`src/rtl/cpu_controller.sv`:
```
// Instruction-sequencing control unit: fetches from the instruction ROM, decodes, and drives DataPath controls.
// Optional single-step mode is enabled by defining CPU_CTRL_STEP_EN (adds Step input and WAIT state).
module cpu_controller #(
  parameter int unsigned PC_W = 7,
  parameter int unsigned IW   = 16
) (
  input  logic            Clk,
  input  logic            Reset,
`ifdef CPU_CTRL_STEP_EN
  input  logic            Step,
`endif
  input  logic [IW-1:0]   IM_Data,
  output logic [PC_W-1:0] IM_Addr,
  output logic            IM_Rd,
  output logic [7:0]      D_Addr,
  output logic            D_wr,
  output logic            RF_s,
  output logic            RF_W_en,
  output logic [3:0]      RF_W_addr,
  output logic [3:0]      RF_Ra_addr,
  output logic [3:0]      RF_Rb_addr,
  output logic [2:0]      Alu_s0,
  output logic [3:0]      State,
  output logic            Halted
);

  localparam int unsigned OPC_W = 4;
  localparam int unsigned RA_W  = 4;
  localparam int unsigned DA_W  = 8;
  localparam int unsigned ALU_W = 3;

  localparam logic [OPC_W-1:0] OP_NOOP  = 4'h0;
  localparam logic [OPC_W-1:0] OP_STORE = 4'h1;
  localparam logic [OPC_W-1:0] OP_LOAD  = 4'h2;
  localparam logic [OPC_W-1:0] OP_ADD   = 4'h3;
  localparam logic [OPC_W-1:0] OP_SUB   = 4'h4;
  localparam logic [OPC_W-1:0] OP_HALT  = 4'h5;

  localparam logic [ALU_W-1:0] ALU_PASS = 3'd0;
  localparam logic [ALU_W-1:0] ALU_ADD  = 3'd1;
  localparam logic [ALU_W-1:0] ALU_SUB  = 3'd2;

  typedef enum logic [3:0] {
    S_INIT   = 4'd0,
    S_FETCH  = 4'd1,
    S_DECODE = 4'd2,
    S_NOOP   = 4'd3,
    S_STORE  = 4'd4,
    S_LOAD_A = 4'd5,
    S_LOAD_B = 4'd6,
    S_ADD    = 4'd7,
    S_SUB    = 4'd8,
    S_HALT   = 4'd9
`ifdef CPU_CTRL_STEP_EN
    , S_WAIT = 4'd10
`endif
  } state_e;

  // State entered after INIT and after each instruction's final cycle
`ifdef CPU_CTRL_STEP_EN
  localparam state_e S_RESUME = S_WAIT;
`else
  localparam state_e S_RESUME = S_FETCH;
`endif

  state_e            state_q, state_d;
  logic [PC_W-1:0]   pc_q, pc_d;
  logic [IW-1:0]     ir_q, ir_d;

  logic              im_rd_c;
  logic [DA_W-1:0]   d_addr_c;
  logic              d_wr_c;
  logic              rf_s_c;
  logic              rf_w_en_c;
  logic [RA_W-1:0]   rf_w_addr_c;
  logic [RA_W-1:0]   rf_ra_addr_c;
  logic [RA_W-1:0]   rf_rb_addr_c;
  logic [ALU_W-1:0]  alu_c;
  logic              halted_c;

  // Opcode bits of IR are consumed at DECODE straight from IM_Data
  logic              unused_ir_opcode;
  assign unused_ir_opcode = ^ir_q[IW-1:12];

  always_ff @(posedge Clk) begin
    if (Reset) begin
      state_q <= S_INIT;
      pc_q    <= '0;
      ir_q    <= '0;
    end else begin
      state_q <= state_d;
      pc_q    <= pc_d;
      ir_q    <= ir_d;
    end
  end

  always_comb begin
    state_d      = state_q;
    pc_d         = pc_q;
    ir_d         = ir_q;
    im_rd_c      = 1'b0;
    d_addr_c     = '0;
    d_wr_c       = 1'b0;
    rf_s_c       = 1'b0;
    rf_w_en_c    = 1'b0;
    rf_w_addr_c  = '0;
    rf_ra_addr_c = '0;
    rf_rb_addr_c = '0;
    alu_c        = ALU_PASS;
    halted_c     = 1'b0;

    case (state_q)
      S_INIT: begin
        pc_d    = '0;
        ir_d    = '0;
        state_d = S_RESUME;
      end
`ifdef CPU_CTRL_STEP_EN
      S_WAIT: begin
        if (Step) state_d = S_FETCH;
      end
`endif
      S_FETCH: begin
        im_rd_c = 1'b1;
        pc_d    = pc_q + PC_W'(1);
        state_d = S_DECODE;
      end
      S_DECODE: begin
        ir_d = IM_Data;
        case (IM_Data[IW-1 -: OPC_W])
          OP_NOOP:  state_d = S_NOOP;
          OP_STORE: state_d = S_STORE;
          OP_LOAD:  state_d = S_LOAD_A;
          OP_ADD:   state_d = S_ADD;
          OP_SUB:   state_d = S_SUB;
          OP_HALT:  state_d = S_HALT;
          default:  state_d = S_NOOP;
        endcase
      end
      S_NOOP: begin
        state_d = S_RESUME;
      end
      S_STORE: begin
        d_addr_c     = ir_q[7:0];
        rf_ra_addr_c = ir_q[11:8];
        d_wr_c       = 1'b1;
        state_d      = S_RESUME;
      end
      // LOAD_A absorbs the data-memory read latency; LOAD_B commits the write
      S_LOAD_A, S_LOAD_B: begin
        d_addr_c    = ir_q[11:4];
        rf_s_c      = 1'b1;
        rf_w_addr_c = ir_q[3:0];
        rf_w_en_c   = (state_q == S_LOAD_B);
        state_d     = (state_q == S_LOAD_A) ? S_LOAD_B : S_RESUME;
      end
      S_ADD, S_SUB: begin
        rf_ra_addr_c = ir_q[11:8];
        rf_rb_addr_c = ir_q[7:4];
        rf_w_addr_c  = ir_q[3:0];
        alu_c        = (state_q == S_ADD) ? ALU_ADD : ALU_SUB;
        rf_w_en_c    = 1'b1;
        state_d      = S_RESUME;
      end
      S_HALT: begin
        halted_c = 1'b1;
        state_d  = S_HALT;
      end
      default: state_d = S_INIT;
    endcase
  end

  // Write strobes are masked by Reset so nothing commits on a reset edge
  assign IM_Addr    = pc_q;
  assign IM_Rd      = im_rd_c & ~Reset;
  assign D_Addr     = d_addr_c;
  assign D_wr       = d_wr_c & ~Reset;
  assign RF_s       = rf_s_c;
  assign RF_W_en    = rf_w_en_c & ~Reset;
  assign RF_W_addr  = rf_w_addr_c;
  assign RF_Ra_addr = rf_ra_addr_c;
  assign RF_Rb_addr = rf_rb_addr_c;
  assign Alu_s0     = alu_c;
  assign State      = state_q;
  assign Halted     = halted_c;

endmodule

```
`config.mk`:
```
export PLATFORM = sky130hd
export DESIGN_NAME = cpu_controller
export DESIGN_NICKNAME = d
export VERILOG_FILES = /design/src/rtl/cpu_controller.sv
export SDC_FILE = /design/constraint.sdc
export NUM_CORES = 1
export LEC_CHECK = 0
export CORE_ASPECT_RATIO = 0.8
export CORE_MARGIN = 5
export CORE_UTILIZATION = 45
export DETAILED_ROUTE_END_ITERATION = 16
export GPL_TIMING_DRIVEN = 0
export PLACE_DENSITY = 0.85
export SETUP_SLACK_MARGIN = 0.15
export SLEW_MARGIN = 20
export SYNTH_ARGS = -nofsm -noshare
export SYNTH_HDL_FRONTEND = slang
export SYNTH_SLANG_ARGS = --single-unit
export TNS_END_PERCENT = 50
```
`constraint.sdc`:
```
create_clock -name Clk -period 4.36 [get_ports Clk]
set_input_delay 0.872 -clock Clk [delete_from_list [all_inputs] [get_ports Clk]]
set_output_delay 0.872 -clock Clk [all_outputs]
set_load 0.02 [all_outputs]
```
**Run 1: PDN straps and rails**

Drawn at 6 px/µm. Pins as bars on the die edge.
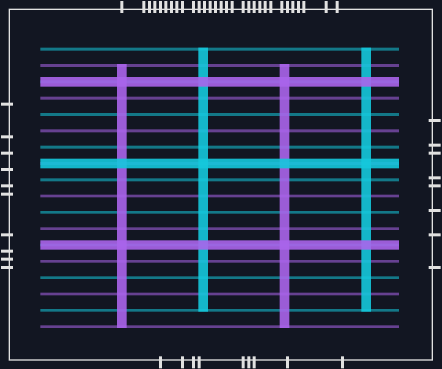
VDD: drawn in cyan. VSS: drawn in purple.
57 signal pins sit on the boundary. 18 met1 rails follow the rows. 3 straps on met5.

**Run 1: clock wiring as the flow saved it**

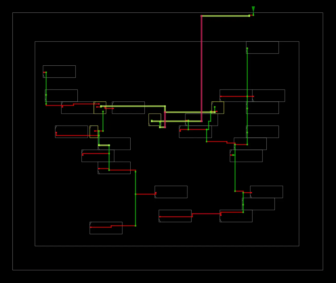
clock sink total: 23
Flops: 23
Clk. pwr: 101 µW
final setup skew: 0.00187 ns

==> ci_impl_report.md, run 1 <==
### Yosys + OpenROAD results

| Metric | Value |
|---|---|
| Critical R2R Launch | State[0] |
| Final number of hold-violating endpoints | 0 |
| Worst R2R Path Depth | 4 |
| CORE AREA | 2770 µm² |
| Post-synth seq share | 35.2% |
| FF-to-FF setup slack | 2.39 ns |
| Floorplan net count | ~190 |
| Post-route ant nets | 0 |
| Number of global-route vias before repair | 1,443 |
| DR iter-0 viols | ~110 |
| Final setup margin | 0.868 ns |
| Fin. max-slew vios | 0 |
| Mux cell area share | 0.766% |
| Pre-CTS WS | 1.20 ns |
| Critical Path RT | ~3.5 ns |
| Fillers | 238 |
| Critical path fanouts, max | 10 |
| Distinct lib cells | 37 |
| Commonest flop | dfxtp_1 |
| Die ar. | between 4000 and 5000 µm² |
| YS chip area | 1310 µm² |
| Worst r2r dst | IM_Addr[4] |
| IO Pins | 57 |
| Clock transition at the registers of the reported paths | 0.13 ns |
| Hold_buf cts | 0 |
| RSZ-0062 raised after global routing | no |
| Crit start category | flop |
| Layout Area Growth over Synthesis | 47.1% |
| Hold Startpoint | ir_q[0] |
| Synth warn | 0 |
| Die H | 58.2 µm |
| DRC Markers | 0 |
| Vias per std cell | 5.81 |
| Final setup vio count | 0 |
| Fmax achieved | 286 MHz |
| Setup tns final | 0 ns |
| Hold endpoint | ir_q[0] |
| I/O Buffers | 54 |
| Vias | 1,556 |
| Log Warnings | 26 |
| Mapped Area | 1310 µm² |
| Fin crit share | around four fifths |
| Fin nets | 250 |
| Slew @ Worst Pin | 0.724 ns |
| Largest net degree at the start of global routing | 14 |
| Clk ins delay skew pair | 0.32 ns |
| Xor/xnor share | 1.34% |
| Crit Path Class | reg -> out |
| Cell Pwr Density | 226 nW/µm² |
| Final worst path period need | 3.49 ns |
| CTS tree | done |
| Worst Hold Class | reg -> reg |
| Hold path depth | 2 |
| H-tree depth | 1 |
| Row cnt | 17 |
| Drt first pass iters | 4 |
| CP endpoint kind | output pin |
| Post-Route WL | 4.27 mm |
| FFs w/ async S/R, synth | 0% |
| Root buf cell | clkbuf_4 |
| Arrival time at the worst endpoint | between 2 and 3 ns |
| Clock Tree Buf Depth | 2 |
| Number of enable flip-flop cells | 0 |
| Rel. slew slack | 51.0% |
| Share of cells above drive strength 1 | 3.91% |
| And+or+nand+nor area frac | 34.5% |
| First-pass GRT wire length | 6.84 mm |
| Synthesis-stage register bit count | 23 |
| GR Overflow Total | 0 |
| Pleak | between 0.0006 and 0.0007 µW |
| Resized cells post-CTS | 0 |
| Status | complete, no violations |
| Syn avg cell area | 7.60 µm² |
| Initial antenna violation count | 0 |
| Post-DP HPWL | 3.33 mm |
| Max-capacitance violation count | 0 |
| Most numerous logic cells after layout | 54 x clkdlybuf4s50_1, 23 x dfxtp_1, 20 x nand2_1 |
| ANT cells | 0 |
| Adder Area Share | less than 1% |
| # Cells Yosys | 172 |
| Final GP Congestion | 0.926 |
**Run 1: gate-type map**

Drawn at 4 px/µm.
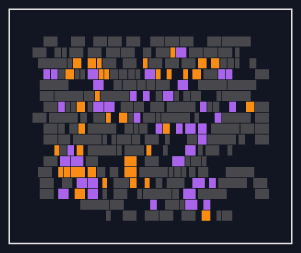
inverting AOI/OAI gates: drawn in purple, cells 39. NOR gates: drawn in orange, cells 35.
non-filler cells, final: 268
Comb/total area: 40.7%
most used logic cell in the final layout: clkdlybuf4s50_1

[run 1: power breakdown]
group          switching (µW)  leakage [µW]  internal (µW)
Sequential               7.21      0.000187            217
Clock                    66.9     0.0000177           34.4
Combinational            63.9      0.000398           44.5
[run 1: stage by stage]
stage,power (µW),util (%),std cells,instance area (µm²),hold WS [ns]
global placement,331,68.6,264,1900,0.457
detailed placement,336,68.6,264,1900,0.464
global route,452,69.5,268,1920,0.511
CTS,431,69.5,268,1920,0.481
finish,434,69.5,268,1920,0.482
floorplan,292,-,172,1310,0.440
[run 1: worst max-delay path by stage]
| stage | start | endpoint | slack (ns) | cells past startpoint |
|---|---|---|---|---|
| floorplan | State[0] | RF_W_addr[0] | 1.37 | 4 |
| global placement | Reset | IM_Rd | 1.26 | 4 |
| detailed placement | Reset | RF_W_en | 1.20 | 4 |
| CTS | State[0] | D_Addr[1] | 0.91 | 5 |
| global route | State[0] | D_Addr[2] | 0.69 | 5 |
| finish | State[0] | RF_Ra_addr[0] | 0.87 | 5 |
[run 1: cell usage after synthesis, types with 2 or more instances]
cell	number	area (µm²)
dfxtp_1	23	460
o211ai_1	3	22.5
nand3_1	16	80.1
nor3_1	5	25.0
a41oi_1	2	17.5
a21oi_1	16	80.1
clkbuf_1	11	41.3
nor2_1	15	56.3
a22oi_1	9	67.6
a311oi_1	3	26.3
nand2b_1	3	18.8
a31oi_1	2	12.5
xor2_1	2	17.5
nor2b_1	11	68.8
a211oi_1	2	15.0
nand2_1	20	75.1
and2_1	5	31.3
o22a_1	2	17.5
or4_1	2	15.0
nor4b_1	2	17.5
or3_1	2	12.5
[run 1: per-layer routing]
metal,GRT usage (%),wire length (µm)
met1,24.9,1800
met2,38.0,2150
met3,4.33,237
met4,5.74,88
met5,0,0
[run 1: cell families (layout without fill, tap and decap cells)]
kind of cell | Yosys count | in the layout
DFF | 23 | 23
other | 1 | 1
buffers and inverters | 14 | 72
muxes | 1 | 1
AOI/OAI and AO/OA | 43 | 43
adders and majority gates | 1 | 1
and+or+nand+nor | 87 | 87
xor gates and xnor gates | 2 | 2
[run 1: critical path, stage by stage (launching register included)]
cell             delay, ns
dfxtp_1               0.37
clkbuf_1              0.35
xor2_1                0.63
o22a_1                0.33
nor2b_1               0.08
clkdlybuf4s50_1       0.54
[run 1: registers in the layout, indices dropped and copies added (netlist names)]
name     count
IM_Addr      7
State        4
ir_q        12
[run 1: area by class of cell]
cell class	instances	area, µm²	share of cell area [%]
sequential	23	460	23.9
tap	38	47.5	2.47
clock buffer	3	22.5	1.17
multi-input combinational	135	783	40.7
clock inverter	1	5.00	0.260
timing repair buffer	54	541	28.1
buffer	14	63.8	3.32
==> run 1 -> run 2 <==
--- a/config.mk
+++ b/config.mk
@@ -7,10 +7,10 @@
 export LEC_CHECK = 0
 export CORE_ASPECT_RATIO = 0.8
 export CORE_MARGIN = 5
-export CORE_UTILIZATION = 45
+export CORE_UTILIZATION = 42
 export DETAILED_ROUTE_END_ITERATION = 16
 export GPL_TIMING_DRIVEN = 0
-export PLACE_DENSITY = 0.85
+export PLACE_DENSITY = 0.8
 export SETUP_SLACK_MARGIN = 0.15
 export SLEW_MARGIN = 20
 export SYNTH_ARGS = -nofsm -noshare
==> constraint.sdc (replaced) <==
create_clock -name Clk -period 3.5 [get_ports Clk]
set_input_delay 0.7 -clock Clk [delete_from_list [all_inputs] [get_ports Clk]]
set_output_delay 0.7 -clock Clk [all_outputs]
set_load 0.02 [all_outputs]
**Run 2: signal wires by layer**

Drawn at 6 px/µm.
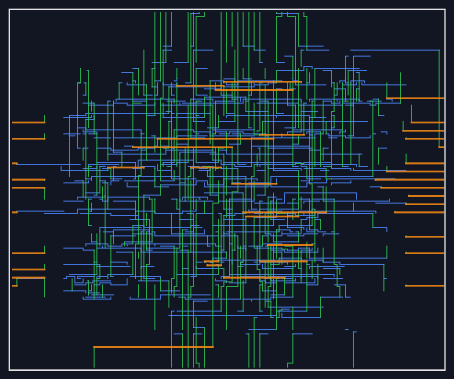
met3: drawn in orange, wire length 311 µm. met2: drawn in green, wire length 1,720 µm. met1: drawn in blue, wire length 1,710 µm.

**Run 2: routed clock nets over the placement**

Drawn at 4 px/µm.
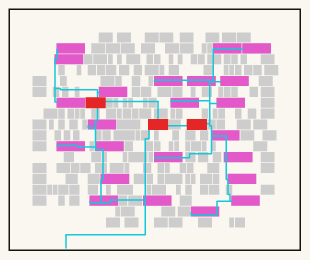
clock wires: drawn in cyan, length 286 µm. cells driving clock nets: drawn in red, count 3. flip-flops: drawn in magenta, count 23.
There are 4 routed clock nets.
Clock power frac: 28.4%
final setup skew: 0.00758 ns
Clk. pwr: 164 µW
clk ins delay skew pair: 0.27 ns

==> ci_impl_report.md, run 2 <==
### Yosys + OpenROAD results

| Metric | Value |
|---|---|
| Largest net degree at the start of global routing | 14 |
| Logic area | around 800 µm² |
| I/O Buffers | 54 |
| Row cnt | 18 |
| YS chip area | 1310 µm² |
| Post-route ant nets | 0 |
| H-tree depth | 1 |
| Hold_buf cts | 0 |
| Fin. max-slew vios | 0 |
| Floorplan net count | 191 |
| Vias per std cell | 5.34 |
| Number of flip-flops in the largest register | 12 |
| # Cells Yosys | between 150 and 200 |
| FFs w/ async S/R, synth | 0% |
| Fmax achieved | roughly 320 MHz |
| Final setup vio count | 0 |
| Final worst path period need | around 3.1 ns |
| Critical Path, Cell by Cell | clkbuf_1, buf_1, a31o_2, and2_1, clkdlybuf4s50_1 |
| Final GP Congestion | 0.851 |
| Synthesis-stage register bit count | 23 |
| Fin crit share | about nine tenths |
| Log Warnings | 26 |
| Share of cells above drive strength 1 | 5.22% |
| RSZ-0062 raised after global routing | no |
| Clock transition at the registers of the reported paths | about 0.080 ns |
| DR iter-0 viols | around 140 |
| Flop area | 460 µm² |
| Vias | ~1.4k |
| Arrival time at the worst endpoint | 2.42 ns |
| Max-capacitance violation count | 0 |
| Die H | 59.9 µm |
| Cell Pwr Density | 295 nW/µm² |
| CTS tree | done |
| CP endpoint kind | output pin |
| Post-synth seq share | 35.2% |
| Clock Tree Buf Depth | 2 |
| Max incr delay on CP | slightly above 0.6 ns |
| Status | complete, no violations |
| Most used logic cell in the final layout | clkdlybuf4s50_1 |
[run 2: through the flow]
stage / instance area, µm² / std cells / setup WS (ns) / hold slack [ns] / total power, µW
final: 1960 / 270 / 0.377 / 0.473 / 578
after global routing: 1960 / 270 / 0.205 / 0.498 / 612
after detailed placement: 1900 / 266 / 0.559 / 0.465 / 416
after global placement: 1900 / 266 / 0.564 / 0.456 / 415
after CTS: 1940 / 270 / 0.262 / 0.476 / 579
after floorplan: 1310 / 172 / 0.684 / 0.440 / 364
[run 2: worst paths after layout]
kind                            slack, ns  cells past startpoint  startpoint            end
worst max-delay path                 0.38                      5    State[0]  RF_Rb_addr[1]
worst min register to register       0.47                      2     ir_q[2]        ir_q[2]
worst max register to register       1.57                      4    State[0]     IM_Addr[4]
worst min-delay path                 0.47                      2     ir_q[2]        ir_q[2]
[run 2: per-layer routing]
metal	part of all wire (%)	track usage [%]	up-vias
met1	46	24.4	647
met2	46	27.0	60
met3	8.3	3.87	0
li1	-	-	736
met5	0	0	-
met4	0	3.95	0
[run 2: where the power goes]
group,leakage [µW],switching [µW],internal (µW)
Sequential,0.000187,8.50,271
Clock,0.0000255,84.6,79.5
Combinational,0.000400,78.2,56.5
Total,0.000612,171,407
[run 2: cell type report]
type                    count  share of cell area, %
repair buffers             54                   27.6
well taps                  40                   2.55
flip-flops and latches     23                   23.5
plain buffers              14                   3.25
clock inverters             1                  0.255
clock buffers               3                   2.11
multi-input cells         135                   40.8
[run 2: worst max-delay path: cells and delay by family, from the launching register on]
family / cells / cell delay (ns)
compound gates: 1 / 0.26
buf+inv: 3 / 1.42
flops: 1 / 0.35
simple gates: 1 / 0.14
[run 2: cell families (layout without fill, tap and decap cells)]
| logic type | Yosys count | in the layout | synth area share, % |
|---|---|---|---|
| DFF | 23 | 23 | 35.2 |
| xor gates and xnor gates | 2 | 2 | 1.34 |
| adders and majority gates | 1 | 1 | 0.957 |
| buffers and inverters | 14 | 72 | 4.88 |
| and+or+nand+nor | 87 | 87 | 34.5 |
| AOI/OAI and AO/OA | 43 | 43 | 22.0 |
| other | 1 | 1 | 0.287 |
| muxes | 1 | 1 | 0.766 |
[run 2: timing repair]
item | CTS | global route
buffers inserted | 0 | 0
resized | 0 | 3
setup endpoints to repair | 0 | 17
==> run 2 -> run 3 <==
--- a/config.mk
+++ b/config.mk
@@ -5,11 +5,11 @@
 export SDC_FILE = /design/constraint.sdc
 export NUM_CORES = 1
 export LEC_CHECK = 0
+export ABC_CLOCK_PERIOD_IN_PS = 3500
 export CORE_ASPECT_RATIO = 0.8
 export CORE_MARGIN = 5
 export CORE_UTILIZATION = 42
 export DETAILED_ROUTE_END_ITERATION = 16
-export GPL_TIMING_DRIVEN = 0
 export PLACE_DENSITY = 0.8
 export SETUP_SLACK_MARGIN = 0.15
 export SLEW_MARGIN = 20
**Run 3: PDN straps and rails**

Drawn at 4 px/µm. Pins as bars on the die edge.
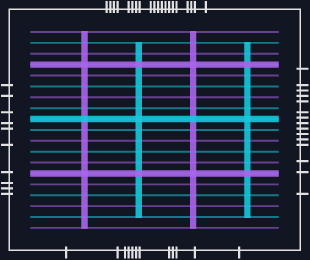
VDD: drawn in cyan. VSS: drawn in purple.
3 straps on met5. 4 straps on met4.

**Run 3: gate-type map**

Drawn at 4 px/µm.
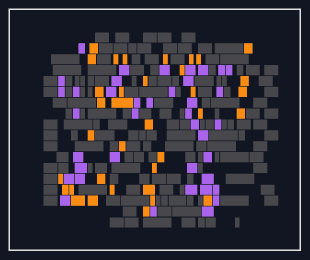
inverting AOI/OAI gates: drawn in purple, cells 39. NOR gates: drawn in orange, cells 35.
non-filler cells, final: 262
Comb/total area: 40.8%

==> ci_impl_report.md, run 3 <==
### Yosys + OpenROAD results

| Metric | Value |
|---|---|
| Flop area | 460 µm² |
| Drt first pass iters | 4 |
| Post-route ant nets | 0 |
| Arrival time at the worst endpoint | roughly 2.3 ns |
| H-tree depth | 1 |
| Max-capacitance violation count | 0 |
| IO Pins | approximately 57 |
| Clock Tree Buf Depth | 2 |
| Final setup skew | roughly 0.0046 ns |
| Final number of hold-violating endpoints | 0 |
| GR Overflow Total | 0 |
| Dominant cell area share | about a third |
| Final setup margin | 0.459 ns |
| Dominant cell type by area after synthesis | dfxtp_1 |
| Post-DP HPWL | 2.89 mm |
| # Cells Yosys | 172 |
| DR iter-0 viols | 133 |
| Pre-CTS WS | between 0.6 and 0.7 ns |
| Critical Path, Cell by Cell | xor2_1, buf_4, o22a_1, nor2b_1, clkdlybuf4s50_1 |
| DRC Markers | 0 |
| Number of global-route vias before repair | 1,373 |
| Most numerous logic cells after layout | 55 x clkdlybuf4s50_1, 23 x dfxtp_1, 20 x nand2_1 |
| I/O Buffers | between 50 and 60 |
| Most used logic cell in the final layout | clkdlybuf4s50_1 |
| Slew @ Worst Pin | 0.663 ns |
| Final GP Congestion | 0.875 |
| Floorplan net count | roughly 190 |
| CTS tree | done |
| CORE AREA | approximately 3000 µm² |
| Number of enable flip-flop cells | 0 |
| Distinct lib cells | 37 |
| Pleak | 0.000614 µW |
| YS chip area | 1310 µm² |
| Crit start category | flop |
| Syn avg cell area | between 7 and 8 µm² |
| Largest net degree at the start of global routing | 22 |
| Placed cells | 258 |
| Root buf cell | clkbuf_8 |
| Critical path fanouts, max | 21 |
| Register name with the most flops | ir_q |
| Vias | 1,463 |
| Worst Hold Class | reg -> reg |
| Fmax achieved | 329 MHz |
| Logic area | about 790 µm² |
| CP endpoint kind | output pin |
| Log Warnings | 26 |
| Setup tns final | 0 ns |
| Layout Area Growth over Synthesis | 47.9% |
| Fin nets | 242 |
| Die Span X | 72.4 µm |
| Post-synth area hogs | dfxtp_1 35%, a21oi_1 6.1%, nand3_1 6.1%, nand2_1 5.7%, nor2b_1 5.3% |
| Row cnt | 18 |
| Die H | ~60 µm |
| Clk ins delay skew pair | 0.27 ns |
| Status | complete, no violations |
| First-pass GRT wire length | 6.20 mm |
| Max incr delay on CP | 0.74 ns |
| Number of flip-flops in the largest register | 12 |
| Fillers | 268 |
| Cell Pwr Density | 299 nW/µm² |
| Post-Route WL | 3.87 mm |
| Final setup vio count | 0 |
| Fin crit share | 86.9% |
| Vias per std cell | 5.58 |
| RSZ-0062 raised after global routing | no |
| Postcts setup bufs | 0 |
| Clock sink total | 23 |
| CP delay by family, top | buffers and inverters |
| Count leader, synth | dfxtp_1 |
| Buf/Inv on CP | 2 |
| Rel. slew slack | 55.2% |
| Synth warn | 0 |
| FFs w/ async S/R, synth | 0% |
| Die ar. | between 4000 and 5000 µm² |
| Slowest cell on the critical path | dfxtp_1 |
| Clock transition at the registers of the reported paths | roughly 0.08 ns |
| Crit Path Class | reg -> out |
| Top cells by count | 23 x dfxtp_1, 20 x nand2_1, 16 x a21oi_1, 16 x nand3_1, 15 x nor2_1 |
| Share of cells above drive strength 1 | 5.86% |
| Post-synth seq share | between 30% and 40% |
| Critical Path RT | 2.80 ns |
| ANT cells | 0 |
| Commonest flop | dfxtp_1 |
| Synthesis-stage register bit count | 23 |
| Mapped Area | 1310 µm² |
## run 3: where the power goes
part	leakage, µW	total, µW	switching [µW]	internal (µW)
Combinational	0.000402	123	66.1	57.4
Sequential	0.000187	290	19.5	271
Clock	0.0000255	165	85.1	79.5
Total	0.000614	578	171	407
## run 3: cell families (layout without fill, tap and decap cells)
kind of cell,count (synthesis),after routing,share of synthesized area (%)
and+or+nand+nor,87,87,34.5
buffers and inverters,14,64,4.88
DFF,23,23,35.2
adders and majority gates,1,1,0.957
xor gates and xnor gates,2,2,1.34
AOI/OAI and AO/OA,43,43,22.0
other,1,1,0.287
muxes,1,1,0.766
## run 3: final cells by class
class | count | area share (%)
sequential | 23 | 23.8
multi-input combinational | 135 | 40.8
clock buffer | 3 | 2.13
clock inverter | 1 | 0.259
timing repair buffer | 60 | 30.4
tap | 40 | 2.59
## run 3: what timing repair did
action,in CTS,in global routing
endpoints found under the setup margin,0,4
resized,0,1
hold buffers,0,0
## run 3: worst paths after layout
check | startpoint | end | slack, ns | depth (start not counted)
min | ir_q[11] | ir_q[11] | 0.48 | 2
min reg2reg | ir_q[11] | ir_q[11] | 0.48 | 2
max | State[0] | RF_Ra_addr[2] | 0.46 | 5
max reg2reg | State[0] | IM_Addr[5] | 1.42 | 3
## run 3: per-stage QoR
| step | hold WS, ns | area [µm²] | total power (µW) | util [%] |
|---|---|---|---|---|
| 3_3_place_gp | 0.460 | 1880 | 413 | 61.9 |
| 6_report | 0.477 | 1930 | 578 | 63.6 |
| 5_1_grt | 0.496 | 1930 | 604 | 63.6 |
| 3_5_place_dp | 0.466 | 1880 | 416 | 61.9 |
| 2_1_floorplan | 0.440 | 1310 | 364 | - |
| 4_1_cts | 0.477 | 1930 | 580 | 63.4 |
## run 3: per-layer routing
| layer | vias to the layer above | track usage, % | routed length [µm] |
|---|---|---|---|
| met3 | 2 | 4.20 | 322 |
| met5 | - | 0 | 0 |
| met2 | 63 | 30.7 | 1840 |
| met1 | 675 | 22.1 | 1670 |
| met4 | 0 | 7.11 | 35 |
| li1 | 723 | - | - |
## run 3: worst reg2reg max path, cell delays in order (launching register included)
cell and delay, ns:
dfxtp_1 0.74, or4b_4 0.56, or4_1 0.53, a31oi_1 0.18
No activity file was given, so power comes from the tool's default toggle rates.
